==> config.mk <==
export PLATFORM = sky130hd
export DESIGN_NAME = motor_fsm_multi
export DESIGN_NICKNAME = d
export VERILOG_FILES = /design/src/rtl/motor_pkg.sv /design/src/rtl/motor_chan.sv /design/src/rtl/motor_fsm_multi.sv
export SDC_FILE = /design/constraint.sdc
export NUM_CORES = 1
export LEC_CHECK = 0
export CAP_MARGIN = 20
export CORE_MARGIN = 5
export CORE_UTILIZATION = 60
export CTS_BUF_LIST = sky130_fd_sc_hd__clkbuf_16
export DETAILED_ROUTE_END_ITERATION = 8
export GPL_TIMING_DRIVEN = 0
export HOLD_SLACK_MARGIN = 0.15
export PLACE_DENSITY = 0.91
export RECOVER_POWER = 50
export SLEW_MARGIN = 15
export SYNTH_ARGS = -nofsm -noshare
export SYNTH_HDL_FRONTEND = slang
export SYNTH_SLANG_ARGS = --single-unit
==> constraint.sdc <==
create_clock -name clk -period 5.6 [get_ports clk]
set_input_delay 1.12 -clock clk [delete_from_list [all_inputs] [get_ports clk]]
set_output_delay 1.12 -clock clk [all_outputs]
set_load 0.01 [all_outputs]
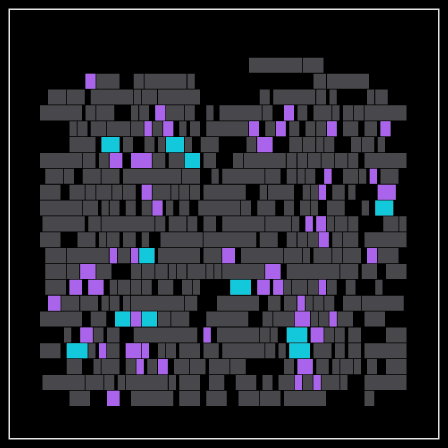
*Selected gate families, run 1*
legend:
  NOR gates:
    color: purple
    cells: 49
  AND-OR and OR-AND gates:
    color: cyan
    cells: 11
    most_used: a21o_1
most numerous logic cell after layout: a21oi_1
Finished Layout Cells: 400
combinational share of cell area: 53.8%

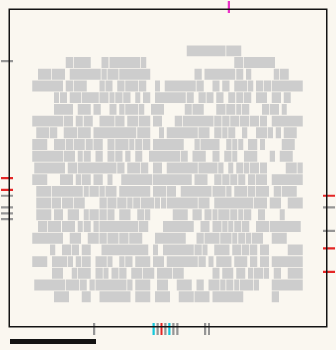
*Pin map, run 1*
The bar under the picture is 20 um long. Pins as bars across the die edge, other pins in gray.
legend:
  motor_dn_q:
    color: cyan
    pins: 2
    direction: output
    edge: south
  control_state:
    color: red
    pins: 6
    direction: output
    edge: 3 east, 2 west, 1 south
  rst:
    color: magenta
    pins: 1
    direction: input
    edge: north
all pins by edge: 10 south, 7 west, 5 east, 1 north
DIE HEIGHT: 73.4 um
Port-buffer cells: 22

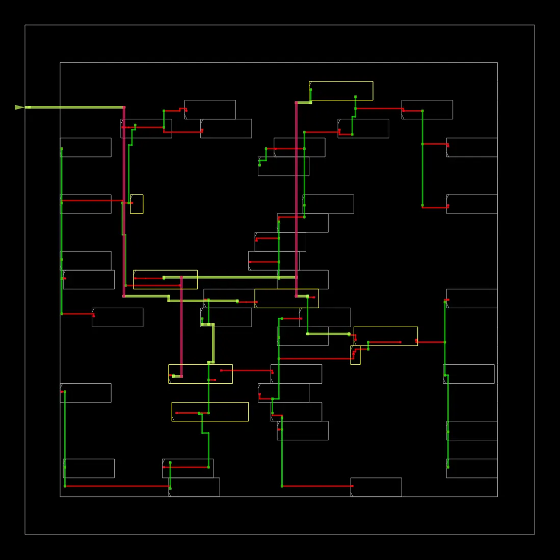
*Clock wiring as the flow saved it, run 1*
clk_skew: 0.00173 ns
flip-flop and latch count: 36
Inserted Clock Buffers: 5

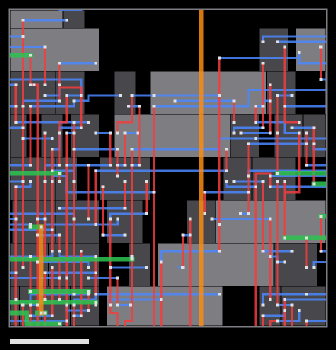
*Zoomed window, run 1*
The bar under the picture is 5 um long. Region (27, 41) to (47, 61) um. Cells in gray, sequential cells in the stronger gray; small squares are vias.
legend:
  met3:
    color: green
  met2:
    color: red
  met4:
    color: orange
  met1:
    color: blue
sequential cells in the window: 6
cells with their middle in the window: 34
most frequent: a21oi_1 (6), dfxtp_1 (6), nand2_1 (4)

==> results_dict.tcl, run 1 <==
# flow metrics
set metrics [dict create \
    area.combinational_um2 1540 \
    rr_worst_depth 6 \
    setup_slack_ns 2.42 \
    worst_pin_slew_ns 0.738 \
    finalSetupViolCount 0 \
    setup_tns_ns 0 \
    post-place-cells 392 \
    slowest_delay_ns 0.63 \
    syn_area_per_cell_um2 7.54 \
    ys_warn_count 0 \
    largest_reg_flops 20 \
    antenna_found_initial 0 \
    rrSetupSlack_ns 3.15 \
    fillers 303 \
    status "finished clean" \
    edf_count 0 \
    synth_area_um2 2410 \
    syn_to_final_growth_pct 18.5 \
    h-tree-depth 2 \
    power_w 0.000718 \
    cap_violations 0 \
    comb_cells 250 \
    final_hold_viol_count 0 \
    path_class "in -> reg" \
    cts_resized 0 \
    drive_above_1_share_pct 7.14 \
    grt_use_met1_pct 31.6 \
    drv_slew 0 \
    switching_share_pct 26.5 \
    wl_met2_mm 3.22 \
    met1Wirelength_mm 2.63 \
    yosysTopAreaCell "dfxtp_1" \
    placed_area_um2 2700 \
    busiest_layer "met2" \
    synthArstFlopShare_pct 0 \
    ctsHoldBuffers 0 \
    powerDensity_nw_per_um2 251 \
    detail_route.wl_per_cell_um 16.7 \
    met2_usage_pct 41.4 \
]
run 1: cells by family (layout without fill, tap and decap cells):
family                   count (synthesis)  in the layout  synth area share (%)
AND/OR/NAND/NOR                        122            122                  27.5
flip-flops                              36             36                  29.9
adder cells (fa/ha/maj)                  2              2                  1.04
buffers and inverters                   34             64                  6.33
AND-OR/OR-AND                          125            125                  34.9
XOR/XNOR                                 1              1                 0.363
run 1: worst max-delay path, delay by kind of cell:
kind,cells,cell delay [ns]
compound gates,4,1.47
buf+inv,1,0.63
simple gates,1,0.15
run 1: power by group through the flow:
stage               clock [W]  combinational (W)  sequential [W]
global route         0.000330           0.000144        0.000273
finish               0.000312           0.000133        0.000272
CTS                  0.000315           0.000133        0.000272
global placement            0           0.000128        0.000277
floorplan                   0          0.0000858        0.000277
detailed placement          0           0.000130        0.000277
### Wire density map, run 1

15 x 15 tiles, from white (low) to dark blue (high), scaled to the fullest tile. Values are wire area over tile area, all layers added.
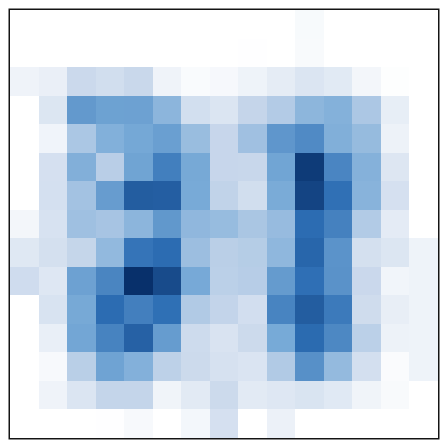

==> run 1 -> run 2 <==
- CORE_UTILIZATION: 60 -> 52
- PLACE_DENSITY: 0.91 -> 0.84
- clock period: 5.6 -> 2.8 ns (I/O delays scaled with it)
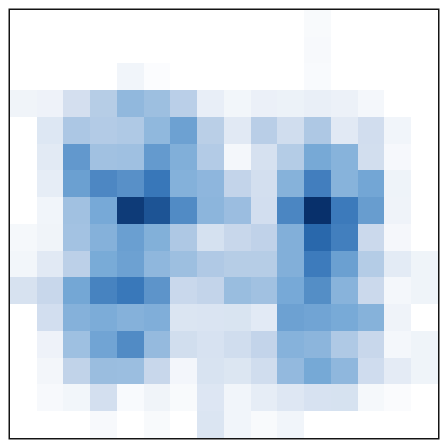
*Wire density map, run 2*
16 x 16 tiles, from white (low) to dark blue (high), scaled to the fullest tile. Values are wire area over tile area, all layers added.
fullest tile: 0.83
tiles over half the peak: 14%
emptiest ninth of the die: north-east
mean over tiles: 0.18
WL final: 6.64 mm
routed len/inst: 16.6 um
aggregate global-route resource usage: 21.8%
vias: 2655

==> results_dict.tcl, run 2 <==
# flow metrics
set metrics [dict create \
    rr_worst_depth 6 \
    ctsHoldBuffers 0 \
    cts-buffers-inserted 5 \
    syn_area_per_cell_um2 7.54 \
    edf_count 0 \
    path_delay_family "AND-OR/OR-AND gates" \
    rrSetupSlack_ns 0.17 \
    drv_slew 0 \
    io_buffers 22 \
    simple_gate_share_pct 27.5 \
    syn_to_final_growth_pct 17.3 \
    cap_violations 0 \
    adder_share_pct 1.04 \
    wl_met2_mm 3.19 \
    final_common_cell "a21oi_1" \
    busiest_layer "met2" \
    final_hold_viol_count 0 \
    yosysTopAreaCell "dfxtp_1" \
    switching_share_pct 28.1 \
    synth_area_um2 2410 \
    largest_reg_flops 20 \
    powerSeq_w 0.000544 \
    worst_pin_slew_ns 0.717 \
    yosys.area_share.aoi_pct 34.9 \
    met1Wirelength_mm 2.70 \
    status "finished clean" \
    path_class "reg -> reg" \
    cp_num_buf_inv 0 \
    antenna_found_initial 0 \
    setup_slack_ns 0.173 \
    drive_above_1_share_pct 6.59 \
    h-tree-depth 2 \
    power_leader "sequential cells" \
    pg_comb_w 0.000262 \
    powerClk_w 0.000529 \
    grt_use_met1_pct 28.1 \
]
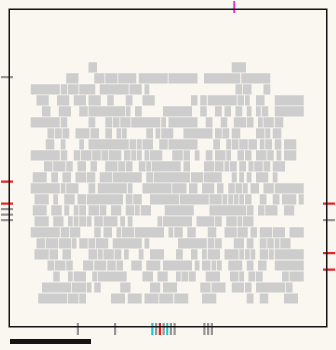
*Pin map, run 2*
The bar under the picture is 20 um long. Pins as bars across the die edge, other pins in gray.
legend:
  rst:
    color: magenta
    pins: 1
    direction: input
    edge: north
  control_state:
    color: red
    pins: 6
    direction: output
    edge: 3 east, 2 west, 1 south
  motor_dn_q:
    color: cyan
    pins: 2
    direction: output
    edge: south
all pins by edge: 12 south, 6 west, 4 east, 1 north
DIE HEIGHT: 78.1 um
Die X: 78.1 um

run 2: cell counts after synthesis:
Identical to the previous run, type by type.
run 2: through the flow:
stage          total power [W]  instances  utilization, %  area, um2
6_report               0.00133        401            64.1       2830
5_1_grt                0.00138        401            64.1       2830
4_1_cts                0.00134        401            64.1       2830
3_5_place_dp          0.000816        394            61.1       2700
3_3_place_gp          0.000809        394            61.1       2700
2_1_floorplan         0.000726        320               -       2410
run 2: final cells by class:
cell class	instances	area [um2]	area share, %
buffer	25	119	4.20
tap	52	65.1	2.30
inverter	9	33.8	1.19
sequential	36	721	25.5
clock inverter	2	8.76	0.310
clock buffer	5	125	4.42
timing repair buffer	22	220	7.78
multi-input combinational	250	1540	54.3
No activity file was given, so power comes from the tool's default toggle rates.
